--- src/rtl/function_mode_arbiter.sv ---
// function_mode_arbiter
// Shares the keyboard, SSD word bus and LED bus between three function
// controllers and sequences the active function (0 -> 1 -> 2 -> 0).
// Optional feature macro: MODE_BANNER_EN. When defined, each mode change
// shows an "F- n" banner for BANNER_CYCLES cycles, keys arriving during the
// banner are buffered in a FIFO_DEPTH-entry queue and replayed afterwards.
// When undefined, advance switches the mode directly and keys always pass
// straight through with one cycle of latency.
// All outputs are registered; reset is asynchronous, active low.
module function_mode_arbiter #(
   parameter int BANNER_CYCLES = 50_000_000,
   parameter int FIFO_DEPTH    = 4
) (
   input  logic        clk,
   input  logic        resetN,
   input  logic        advance,
   input  logic [7:0]  keyPulse,
   input  logic [31:0] displayIn0,
   input  logic [31:0] displayIn1,
   input  logic [31:0] displayIn2,
   input  logic [15:0] ledIn0,
   input  logic [15:0] ledIn1,
   input  logic [15:0] ledIn2,
   output logic [31:0] wordOut,
   output logic [15:0] ledOut,
   output logic [7:0]  keyOut0,
   output logic [7:0]  keyOut1,
   output logic [7:0]  keyOut2,
   output logic [2:0]  enableOut,
   output logic [1:0]  mode,
   output logic        bannerActive,
   output logic        keyDropped
);

   // Reject parameter values the counter and queue pointers cannot represent.
   if (BANNER_CYCLES < 1 || FIFO_DEPTH < 2 || (FIFO_DEPTH & (FIFO_DEPTH - 1)) != 0) begin : gBadParams
      $error("function_mode_arbiter: BANNER_CYCLES must be >= 1, FIFO_DEPTH a power of two >= 2");
   end

   logic [1:0]  modeReg;
   logic [1:0]  modeNext;
   logic [1:0]  modeDec;
   logic [1:0]  modeInc;
   logic [7:0]  keyRoute;
   logic        bannerNext;
   logic        dropNext;
   logic [31:0] displaySel;
   logic [15:0] ledSel;
   logic [7:0]  keyOutArr [3];

   // The unused encoding 3 behaves as function 0.
   assign modeDec = (modeReg == 2'd3) ? 2'd0 : modeReg;

   // Successor in the 0 -> 1 -> 2 -> 0 rotation.
   always_comb begin
      case (modeDec)
         2'd0:    modeInc = 2'd1;
         2'd1:    modeInc = 2'd2;
         default: modeInc = 2'd0;
      endcase
   end

   // Select the active function's display and LED words.
   always_comb begin
      case (modeDec)
         2'd1: begin
            displaySel = displayIn1;
            ledSel     = ledIn1;
         end
         2'd2: begin
            displaySel = displayIn2;
            ledSel     = ledIn2;
         end
         default: begin
            displaySel = displayIn0;
            ledSel     = ledIn0;
         end
      endcase
   end

`ifdef MODE_BANNER_EN
   typedef enum logic [1:0] {
      RUN    = 2'd0,
      BANNER = 2'd1,
      DRAIN  = 2'd2
   } arbState_t;

   localparam int PTR_W = $clog2(FIFO_DEPTH);
   localparam int CNT_W = $clog2(BANNER_CYCLES + 1);
   localparam logic [CNT_W-1:0] RELOAD     = CNT_W'(BANNER_CYCLES - 1);
   localparam logic [PTR_W:0]   FULL_COUNT = (PTR_W + 1)'(FIFO_DEPTH);

   arbState_t        stateReg;
   arbState_t        stateNext;
   logic [CNT_W-1:0] counterReg;
   logic [CNT_W-1:0] counterNext;
   logic [PTR_W-1:0] rdPtrReg;
   logic [PTR_W-1:0] rdPtrNext;
   logic [PTR_W-1:0] wrPtrReg;
   logic [PTR_W-1:0] wrPtrNext;
   logic [PTR_W:0]   countReg;
   logic [PTR_W:0]   countNext;
   logic             pendingReg;
   logic             pendingNext;
   logic             doPush;
   logic             doPop;
   logic             flush;
   logic             bannerDone;
   logic [7:0]       fifoMem [FIFO_DEPTH];

   // Sequencer state, banner counter, queue pointers and deferred advance.
   always_ff @(posedge clk or negedge resetN) begin
      if (!resetN) begin
         stateReg   <= RUN;
         counterReg <= '0;
         rdPtrReg   <= '0;
         wrPtrReg   <= '0;
         countReg   <= '0;
         pendingReg <= 1'b0;
      end else begin
         stateReg   <= stateNext;
         counterReg <= counterNext;
         rdPtrReg   <= rdPtrNext;
         wrPtrReg   <= wrPtrNext;
         countReg   <= countNext;
         pendingReg <= pendingNext;
      end
   end

   // Key queue storage; contents are only meaningful under countReg.
   always_ff @(posedge clk) begin
      if (doPush) begin
         fifoMem[wrPtrReg] <= keyPulse;
      end
   end

   // Next state, queue control and key routing.
   // The pop happens in the last banner cycle so the first replayed key
   // lands in the first cycle the banner is gone.
   always_comb begin
      stateNext   = stateReg;
      modeNext    = modeReg;
      counterNext = counterReg;
      rdPtrNext   = rdPtrReg;
      wrPtrNext   = wrPtrReg;
      countNext   = countReg;
      pendingNext = pendingReg;
      doPush      = 1'b0;
      doPop       = 1'b0;
      flush       = 1'b0;
      bannerDone  = 1'b0;
      keyRoute    = 8'd0;
      dropNext    = 1'b0;
      case (stateReg)
         RUN: begin
            keyRoute = keyPulse;
            if (advance) begin
               stateNext   = BANNER;
               modeNext    = modeInc;
               counterNext = RELOAD;
            end
         end
         BANNER: begin
            if (advance) begin
               // Keys queued for the mode being skipped are discarded silently.
               modeNext    = modeInc;
               counterNext = RELOAD;
               flush       = 1'b1;
            end else begin
               bannerDone = (counterReg == '0);
               doPop      = bannerDone && (countReg != '0);
               if (keyPulse != 8'd0) begin
                  if (countReg != FULL_COUNT || doPop) begin
                     doPush = 1'b1;
                  end else begin
                     dropNext = 1'b1;
                  end
               end
               if (!bannerDone) begin
                  counterNext = counterReg - CNT_W'(1);
               end
            end
         end
         DRAIN: begin
            if (countReg == '0 && keyPulse == 8'd0) begin
               // A deferred advance takes effect in the cycle RUN would start.
               pendingNext = 1'b0;
               if (pendingReg || advance) begin
                  stateNext   = BANNER;
                  modeNext    = modeInc;
                  counterNext = RELOAD;
               end else begin
                  stateNext = RUN;
               end
            end else begin
               // New keys queue behind the buffered ones to keep order.
               pendingNext = pendingReg | advance;
               doPop       = (countReg != '0);
               doPush      = (keyPulse != 8'd0);
            end
         end
         default: stateNext = RUN;
      endcase

      if (doPop) begin
         keyRoute  = fifoMem[rdPtrReg];
         rdPtrNext = rdPtrReg + PTR_W'(1);
      end
      if (doPush) begin
         wrPtrNext = wrPtrReg + PTR_W'(1);
      end
      if (doPush && !doPop) begin
         countNext = countReg + (PTR_W + 1)'(1);
      end else if (doPop && !doPush) begin
         countNext = countReg - (PTR_W + 1)'(1);
      end
      if (flush) begin
         rdPtrNext = '0;
         wrPtrNext = '0;
         countNext = '0;
      end
      if (bannerDone) begin
         stateNext = (countNext != '0) ? DRAIN : RUN;
      end
      bannerNext = (stateNext == BANNER);
   end
`else
   // Without the banner, advance rotates the mode and keys pass straight through.
   always_comb begin
      modeNext   = advance ? modeInc : modeReg;
      keyRoute   = keyPulse;
      bannerNext = 1'b0;
      dropNext   = 1'b0;
   end
`endif

   // Mode register and registered display, LED, enable and status outputs.
   always_ff @(posedge clk or negedge resetN) begin
      if (!resetN) begin
         modeReg      <= 2'd0;
         wordOut      <= 32'd0;
         ledOut       <= 16'd0;
         enableOut    <= 3'b001;
         bannerActive <= 1'b0;
         keyDropped   <= 1'b0;
      end else begin
         modeReg <= modeNext;
         if (bannerNext) begin
            wordOut   <= {8'h46, 8'h2D, 8'h20, 8'h31 + {6'd0, modeNext}};
            ledOut    <= {3'b001 << modeNext, 13'd0};
            enableOut <= 3'b000;
         end else begin
            wordOut   <= displaySel;
            ledOut    <= ledSel;
            enableOut <= 3'b001 << modeNext;
         end
         bannerActive <= bannerNext;
         keyDropped   <= dropNext;
      end
   end

   // One key register per function; only the active function sees the key.
   for (genvar gi = 0; gi < 3; gi++) begin : gKeyOut
      logic [7:0] keyReg;

      // Route the selected key to this function when it is the active one.
      always_ff @(posedge clk or negedge resetN) begin
         if (!resetN) begin
            keyReg <= 8'd0;
         end else begin
            keyReg <= (modeDec == 2'(gi)) ? keyRoute : 8'd0;
         end
      end

      assign keyOutArr[gi] = keyReg;
   end

   assign keyOut0 = keyOutArr[0];
   assign keyOut1 = keyOutArr[1];
   assign keyOut2 = keyOutArr[2];
   assign mode    = modeReg;

endmodule
--- config.mk ---
export PLATFORM = sky130hd
export DESIGN_NAME = function_mode_arbiter
export DESIGN_NICKNAME = d
export VERILOG_FILES = /design/src/rtl/function_mode_arbiter.sv
export SDC_FILE = /design/constraint.sdc
export NUM_CORES = 1
export LEC_CHECK = 0
export CAP_MARGIN = 20
export CORE_MARGIN = 2
export CORE_UTILIZATION = 37
export DETAILED_ROUTE_END_ITERATION = 7
export GPL_TIMING_DRIVEN = 1
export PLACE_DENSITY = 0.86
export SYNTH_ARGS = -nofsm -noshare
export SYNTH_HDL_FRONTEND = slang
export SYNTH_SLANG_ARGS = --single-unit
--- constraint.sdc ---
create_clock -name clk -period 2.85 [get_ports clk]
set_clock_uncertainty 0.1 [all_clocks]
set_input_delay 0.7125 -clock clk [delete_from_list [all_inputs] [get_ports clk]]
set_output_delay 0.7125 -clock clk [all_outputs]
set_load 0.02 [all_outputs]
==> results.sh <==
# source this file to load flow results
export IMPL_clock_area_frac=0.0323
export IMPL_yosys_warnings=0
export IMPL_synth_distinct_cells=16
export IMPL_p_sw_mw=2.42
export IMPL_vias_per_cell=4.90
export IMPL_async_flop_share=1.00
export IMPL_r2r_slack_ns=0.97
export IMPL_layout_cells_most_common="clkdlybuf4s50_1"
export IMPL_grt_pass1_wl_um=14000
export IMPL_met3_usage=0.0675
export IMPL_top_cell="dfrtp_1"
export IMPL_yosysTopAreaCellShare=0.600
export IMPL_post_cts_buffers=0
export IMPL_mi_logic_area_sq_um=1040
export IMPL_cts_tree="yes"
export IMPL_ctsHoldBuffers=0
export IMPL_yosys_area_top_type="dfrtp_1"
export IMPL_start_kind="flop"
export IMPL_rsz0062_at_grt="false"
export IMPL_setup_viol=0
export IMPL_design_power_total_mw=5.82
export IMPL_dr_pass1_iters=4
export IMPL_status="completed"
export IMPL_hold_class="input port to async pin"
export IMPL_drcViolationCount=0
export IMPL_antenna_cells=0
export IMPL_crit_chain="clkdlybuf4s50_1"
export IMPL_p_clk_frac=0.130
export IMPL_ioPinCount=234
export IMPL_simple_gate_area_frac=0.109
export IMPL_seq_share=0.340
export IMPL_timing_hold_ws_ns=0.239
export IMPL_coreArea_sq_um=8260
export IMPL_worst_path_max_fanout=1
export IMPL_combPwrFrac=0.574
export IMPL_top_cells_by_area="dfrtp_1 60%, a22oi_1 11%, nand2_1 5.9%"
export IMPL_tightest_slew_ns=0.593
export IMPL_top_logic_kind="AND-OR/OR-AND gates"
export IMPL_tap_cells=105
export IMPL_first_iter_violations=70
export IMPL_ys_sh_mux=0
export IMPL_overflow=0
export IMPL_yosys_area_share_aoi=0.201
export IMPL_grt_antenna_before_repair=0
export IMPL_seq_power_mw=1.72
export IMPL_top_usage_layer="met2"
export IMPL_clk_path_buf_depth=2
export IMPL_grt_pass1_vias=2923
export IMPL_slew_headroom=0.604
export IMPL_power_frac_seq=0.296
export IMPL_synth_area_sq_um=3170
export IMPL_largest_class="buffers"
export IMPL_ff_count=77
export IMPL_chipArea_sq_um=9320
export IMPL_arrival_ns=1.45
export IMPL_critPathMaxStageDelay_ns=0.59
export IMPL_netlist_instances=285
export IMPL_crit_path_end_kind="output port"
export IMPL_initCoreUtil=0.384
export IMPL_fin_crit_sh=0.794
export IMPL_lay_top_cells="230 x clkdlybuf4s50_1, 76 x dfrtp_1, 50 x nand2_1"
export IMPL_ys_cells=285
export IMPL_cp_num_buf_inv=1
export IMPL_ant_nets=0
export IMPL_fp_dieH_um=96.5
export IMPL_cellLeakagePower_nw=2.37
export IMPL_setup_tns_final_ns=0
export IMPL_ys_chip_area_sq_um=3170
export IMPL_fillers=631
export IMPL_power_density_nw_per_um2=1030
export IMPL_worstSetupPathType="flop to output port"
export IMPL_buffer_area_frac=0.418
export IMPL_fin_cells=616
export IMPL_internal_power_mw=3.41
export IMPL_cts_root_buf="clkbuf_8"
export IMPL_logic_gates=181
export IMPL_xor_share=0
path summary, 6_finish.rpt:
check	startpoint	to	depth (start not counted)
setup / recovery	enableOut[0]	enableOut[0]	1
hold / removal	resetN	keyOut0[1]	1
setup reg to reg	mode[0]	wordOut[0]	5
hold reg to reg	mode[1]	enableOut[0]	1
max in group asynchronous	resetN	keyOut0[7]	2
min in group clk	mode[1]	enableOut[0]	1
flip-flops by register name, indices dropped and copies added (netlist names):
register / flops
keyOut1: 8
enableOut: 3
keyOut0: 8
wordOut: 32
mode: 2
keyOut2: 8
ledOut: 16
metal layers:
layer | wire [um] | vias to the layer above
met5 | 0 | -
met4 | 211 | 0
met3 | 1090 | 21
met2 | 5160 | 172
met1 | 3190 | 1392
li1 | - | 1434
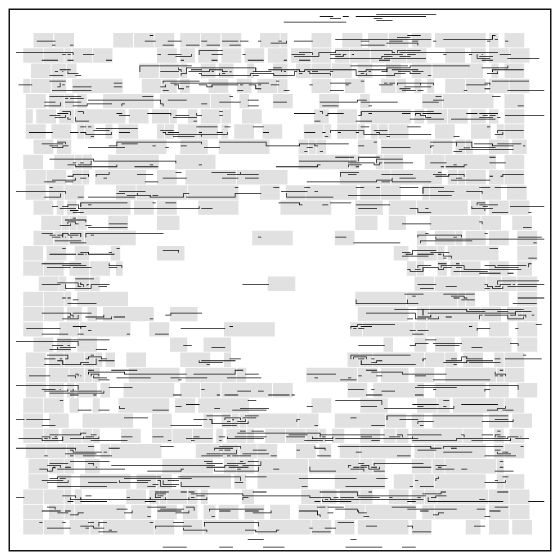
Figure 1: M1 wires.
Cells faint in the background.
main direction: horizontal
wire length on this layer: 3190 um
longest straight run: 24.4 um
nets with wire on the layer: 529
grt met1 use: 0.198
final wirelength: 9650 um
via count: 3019

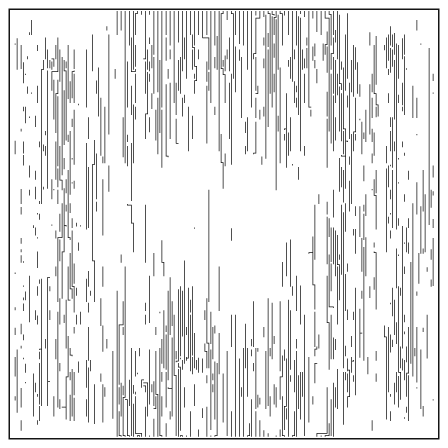
Figure 2: the metal 2 layer.
wire length on this layer: 5160 um
longest straight run: 41.8 um
nets with wire on the layer: 559
main direction: vertical
share of all routed wire: 54%
met2 Track Usage GR: 0.379

